closeup.png
Region (78, 78) to (128, 128) um. Cells in grey, sequential cells in the stronger grey; small squares are vias.
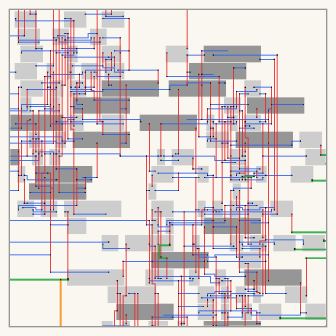
pinout.png
(3 px per um) Pins as bars across the die edge, other pins in grey.
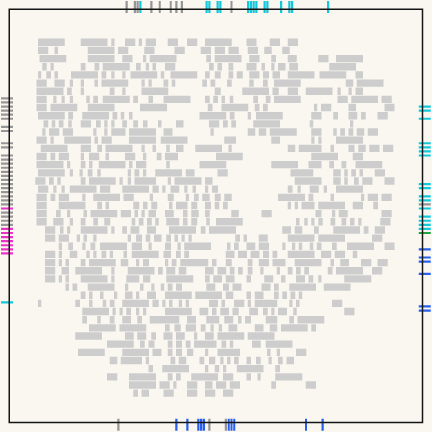
m3.png
(3 px per um) Cells faint in the background.
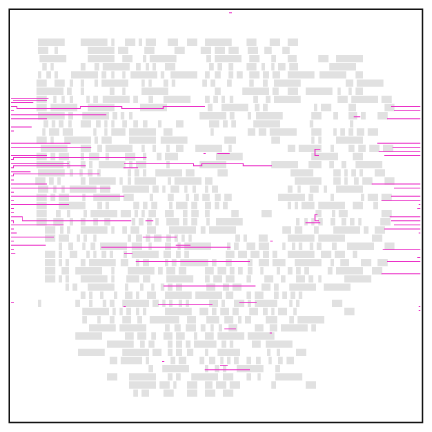
File: src/rtl/imem_loader_pkg.sv
// ---------------------------------------------------------------------------
// imem_loader_pkg
//   Shared definitions for the instruction-memory loader: FSM state encoding
//   and the word/address geometry used by the loader and its byte packer.
//   No ports (package).
// ---------------------------------------------------------------------------
package imem_loader_pkg;

  typedef enum logic [2:0] {
    IDLE   = 3'd0,
    LEN_HI = 3'd1,
    LEN_LO = 3'd2,
    DATA   = 3'd3,
    WRITE  = 3'd4,
    CHK    = 3'd5,
    DONE   = 3'd6
  } state_t;

  // Bytes per instruction word and the byte-address stride between words
  // (identical to the PC+4 stride so the core fetches what was written).
  localparam int          WORD_BYTES = 4;
  localparam logic [31:0] ADDR_STEP  = 32'd4;

endpackage

File: src/rtl/imem_loader_word_packer.sv
// ---------------------------------------------------------------------------
// word_packer
//   Shifts host bytes into a 32-bit big-endian word (first byte ends up in
//   bits [31:24]) and flags the byte that completes the word.
// Ports
//   clk          in   1   system clock
//   rst          in   1   asynchronous active-high reset
//   i_clear      in   1   discard partial word and restart the byte count
//   i_shift      in   1   accept i_byte this cycle
//   i_byte       in   8   byte to shift in
//   o_word       out  32  packed word (stable once complete until next shift)
//   o_word_full  out  1   this cycle's shift completes the word
// ---------------------------------------------------------------------------
module word_packer
  import imem_loader_pkg::*;
(
  input  logic        clk,
  input  logic        rst,
  input  logic        i_clear,
  input  logic        i_shift,
  input  logic [7:0]  i_byte,
  output logic [31:0] o_word,
  output logic        o_word_full
);

  logic [31:0] r_word;
  logic [1:0]  r_cnt;

  // NOTE: clocked state is updated with non-blocking assignments so every
  // register samples the pre-edge value of its neighbours.
  always_ff @(posedge clk or posedge rst) begin
    if (rst) begin
      r_word <= '0;
      r_cnt  <= '0;
    end else if (i_clear) begin
      r_word <= '0;
      r_cnt  <= '0;
    end else if (i_shift) begin
      r_word <= {r_word[23:0], i_byte};
      r_cnt  <= r_cnt + 2'd1;  // wraps to 0 after the 4th byte
    end
  end

  // Lookahead so the loader can enter WRITE on the edge that takes byte 4.
  assign o_word_full = i_shift && (r_cnt == 2'(WORD_BYTES - 1));
  assign o_word      = r_word;

endmodule

File: src/rtl/imem_loader.sv
// ---------------------------------------------------------------------------
// imem_loader
//   Writer side of the instruction memory. Receives a host byte stream
//   (16-bit big-endian word-count header followed by big-endian words),
//   writes each word to consecutive word addresses starting at BASE_ADDR and
//   holds the CPU pipeline until an image has been loaded cleanly.
//
// Build option
//   IMEM_LOADER_CHECKSUM_EN : when defined, one trailing byte (XOR of all
//   data bytes) is required after the last word; a mismatch fails the load.
//
// Ports
//   clk         in   1      system clock
//   rst         in   1      asynchronous active-high reset
//   start       in   1      pulse: begin a new load (honoured in IDLE/DONE)
//   byte_valid  in   1      host byte present
//   byte_data   in   8      host byte
//   byte_ready  out  1      byte accepted this cycle when byte_valid=1
//   wr_en       out  1      memory write strobe, one cycle per word
//   wr_addr     out  32     byte address of the word being written
//   wr_data     out  32     instruction word
//   cpu_hold    out  1      1 = pipeline frozen
//   done        out  1      load finished (sticky until next start)
//   error       out  1      load rejected/failed, valid with done
//   word_count  out  LEN_W  words written by the current/last load
// ---------------------------------------------------------------------------
module imem_loader
  import imem_loader_pkg::*;
#(
  parameter logic [31:0] BASE_ADDR = 32'h0000_0000,
  parameter int          MAX_WORDS = 256,
  parameter int          LEN_W     = 16
)(
  input  logic             clk,
  input  logic             rst,
  input  logic             start,
  input  logic             byte_valid,
  input  logic [7:0]       byte_data,
  output logic             byte_ready,
  output logic             wr_en,
  output logic [31:0]      wr_addr,
  output logic [31:0]      wr_data,
  output logic             cpu_hold,
  output logic             done,
  output logic             error,
  output logic [LEN_W-1:0] word_count
);

  state_t           r_state;
  state_t           w_state_next;

  logic [LEN_W-1:0] r_len;
  logic [LEN_W-1:0] r_word_count;
  logic [31:0]      r_wr_addr;
  logic             r_done;
  logic             r_error;
  logic             r_cpu_hold;
`ifdef IMEM_LOADER_CHECKSUM_EN
  logic [7:0]       r_csum;
`endif

  logic             w_xfer;
  logic             w_start_ok;
  logic             w_shift;
  logic             w_word_full;
  logic [31:0]      w_word;
  logic [LEN_W-1:0] w_len_full;
  logic             w_len_zero;
  logic             w_len_big;
  logic [LEN_W-1:0] w_count_next;
  logic             w_last_word;

  assign w_xfer       = byte_valid && byte_ready;
  // byte_ready is low in IDLE/DONE, so a simultaneous byte is never taken.
  assign w_start_ok   = start && ((r_state == IDLE) || (r_state == DONE));
  assign w_shift      = (r_state == DATA) && w_xfer;
  assign w_len_full   = {r_len[LEN_W-9:0], byte_data};
  assign w_len_zero   = (w_len_full == '0);
  assign w_len_big    = (w_len_full > LEN_W'(MAX_WORDS));
  assign w_count_next = r_word_count + LEN_W'(1);
  assign w_last_word  = (w_count_next == r_len);

  word_packer u_packer (
    .clk         (clk),
    .rst         (rst),
    .i_clear     (w_start_ok),
    .i_shift     (w_shift),
    .i_byte      (byte_data),
    .o_word      (w_word),
    .o_word_full (w_word_full)
  );

  // ---- FSM: state register -------------------------------------------------
  always_ff @(posedge clk or posedge rst) begin
    if (rst) r_state <= IDLE;
    else     r_state <= w_state_next;
  end

  // ---- FSM: next-state logic -----------------------------------------------
  always_comb begin
    // NOTE: defaulting to the current state before the case keeps this block
    // purely combinational (no latch on paths that do not assign it).
    w_state_next = r_state;
    case (r_state)
      IDLE:    if (start) w_state_next = LEN_HI;
      LEN_HI:  if (w_xfer) w_state_next = LEN_LO;
      LEN_LO:  if (w_xfer) w_state_next = (w_len_zero || w_len_big) ? DONE : DATA;
      DATA:    if (w_word_full) w_state_next = WRITE;
      WRITE: begin
`ifdef IMEM_LOADER_CHECKSUM_EN
        w_state_next = w_last_word ? CHK : DATA;
`else
        w_state_next = w_last_word ? DONE : DATA;
`endif
      end
`ifdef IMEM_LOADER_CHECKSUM_EN
      CHK:     if (w_xfer) w_state_next = DONE;
`endif
      DONE:    if (start) w_state_next = LEN_HI;
      default: w_state_next = IDLE;
    endcase
  end

  // ---- FSM: outputs decoded from state ---------------------------------------
  always_comb begin
    byte_ready = 1'b0;
    wr_en      = 1'b0;
    case (r_state)
      LEN_HI, LEN_LO, DATA: byte_ready = 1'b1;
`ifdef IMEM_LOADER_CHECKSUM_EN
      CHK:                  byte_ready = 1'b1;
`endif
      WRITE:                wr_en      = 1'b1;
      default: ;
    endcase
  end

  // ---- Length, address/word counters, status flags ---------------------------
  always_ff @(posedge clk or posedge rst) begin
    if (rst) begin
      r_len        <= '0;
      r_word_count <= '0;
      r_wr_addr    <= BASE_ADDR;
      r_done       <= 1'b0;
      r_error      <= 1'b0;
      r_cpu_hold   <= 1'b1;
`ifdef IMEM_LOADER_CHECKSUM_EN
      r_csum       <= '0;
`endif
    end else begin
      case (r_state)
        IDLE, DONE: begin
          if (start) begin
            r_len        <= '0;
            r_word_count <= '0;
            r_wr_addr    <= BASE_ADDR;
            r_done       <= 1'b0;
            r_error      <= 1'b0;
            r_cpu_hold   <= 1'b1;
`ifdef IMEM_LOADER_CHECKSUM_EN
            r_csum       <= '0;
`endif
          end
        end
        LEN_HI: if (w_xfer) r_len <= LEN_W'(byte_data);
        LEN_LO: begin
          if (w_xfer) begin
            r_len <= w_len_full;
            if (w_len_zero) begin
              // Empty image is a clean load: release the core.
              r_done     <= 1'b1;
              r_cpu_hold <= 1'b0;
            end else if (w_len_big) begin
              // Oversized image: reject, keep the core held.
              r_done  <= 1'b1;
              r_error <= 1'b1;
            end
          end
        end
`ifdef IMEM_LOADER_CHECKSUM_EN
        DATA: if (w_xfer) r_csum <= r_csum ^ byte_data;
`endif
        WRITE: begin
          // Advance after the strobe so wr_addr/wr_data hold through WRITE.
          r_word_count <= w_count_next;
          r_wr_addr    <= r_wr_addr + ADDR_STEP;
`ifndef IMEM_LOADER_CHECKSUM_EN
          if (w_last_word) begin
            r_done     <= 1'b1;
            r_cpu_hold <= 1'b0;
          end
`endif
        end
`ifdef IMEM_LOADER_CHECKSUM_EN
        CHK: begin
          if (w_xfer) begin
            r_done <= 1'b1;
            if (byte_data != r_csum) r_error    <= 1'b1;
            else                     r_cpu_hold <= 1'b0;
          end
        end
`endif
        default: ;
      endcase
    end
  end

  assign wr_addr    = r_wr_addr;
  assign wr_data    = w_word;
  assign cpu_hold   = r_cpu_hold;
  assign done       = r_done;
  assign error      = r_error;
  assign word_count = r_word_count;

endmodule

File: config.mk
export PLATFORM = sky130hd
export DESIGN_NAME = imem_loader
export DESIGN_NICKNAME = d
export VERILOG_FILES = /design/src/rtl/imem_loader_pkg.sv /design/src/rtl/imem_loader_word_packer.sv /design/src/rtl/imem_loader.sv
export SDC_FILE = /design/constraint.sdc
export NUM_CORES = 1
export LEC_CHECK = 0
export CAP_MARGIN = 20
export CELL_PAD_IN_SITES_DETAIL_PLACEMENT = 1
export CELL_PAD_IN_SITES_GLOBAL_PLACEMENT = 1
export CORE_MARGIN = 8
export CORE_UTILIZATION = 36
export CTS_CLUSTER_DIAMETER = 50
export DETAILED_ROUTE_END_ITERATION = 8
export PLACE_DENSITY = 0.85
export SLEW_MARGIN = 20
export SYNTH_ARGS = -nofsm -noshare
export SYNTH_HDL_FRONTEND = slang
export SYNTH_SLANG_ARGS = --single-unit
File: constraint.sdc
create_clock -name clk -period 3.4 [get_ports clk]
set_clock_uncertainty 0.05 [all_clocks]
set_input_delay 0.85 -clock clk [delete_from_list [all_inputs] [get_ports clk]]
set_output_delay 0.85 -clock clk [all_outputs]
set_load 0.01 [all_outputs]
==> results.yml <==
# yosys + openroad results
run_status:
  outcome: "finished clean"
critical_path:
  slowest_delay_ns: 0.60
  cp_data_arrival_time_ns: 2.06
  r2r-start: "r_state[2]"
  required_ns: 2.50
layout:
  clkbuf_count: 10
  clk_share: 0.0429
  final_area_mm2: 0.00673
final_timing:
  fin_crit_ns: 2.96
  timing_hold_violations_final: 0
  setup_tns_ns: 0
  slew-limit-headroom: 0.468
clock_network:
  cts_resized: 0
  cts_sinks: 102
global_routing:
  use_met2: 0.292
  overflow: 0
  grt_first_pass_wirelength_mm: 26.3
  grt_max_degree: 36
  antenna_found_initial: 0
worst_hold_path:
  whs_path_depth: 1
yosys:
  mux_share: 0.0194
  ys_async_sr_fraction: 1.00
  top_area_frac: 0.478
  most_common_cell: "nand2_1"
  synthAdderAreaFrac: 0.00709
  synth-edff-count: 0
routing:
  met1_length_mm: 7.15
  routed-wl-met3_um: 980
  via_per_inst: 5.52
  wl_per_cell_um: 18.4
floorplanning:
  rows: 44
  die_w_um: 137
  die_y_um: 137
  io_pins: 97
power_and_ir_drop:
  p_clk_frac: 0.214
  power-top-group: "combinational logic"
  pg_clk_uw: 1020
  intPower_uw: 2860
Notes on closeup.png above:
colour	layer
orange	M4
red	M2
green	M3
blue	M1
cells with their middle in the window	96
sequential cells in the window	16
netlist names of flops here include	`wr_addr` (16)
most frequent	clkdlybuf4s50_1 (18), dfrtp_1 (16), nand2_1 (13)

Notes on pinout.png above:
colour	port	pins	direction	edge
blue	`word_count`	16	output	10 south, 6 east
magenta	`byte_data`	8	input	west
cyan	`wr_addr`	32	output	16 east, 15 north, 1 west
green	`done`	1	output	east
all pins by edge	36 west, 24 east, 24 north, 13 south

Notes on m3.png above:
share of all routed wire	6.1%
main direction	horizontal
nets with wire on the layer	78

Power figures rest on the tool's default switching activity, not on a simulated workload.
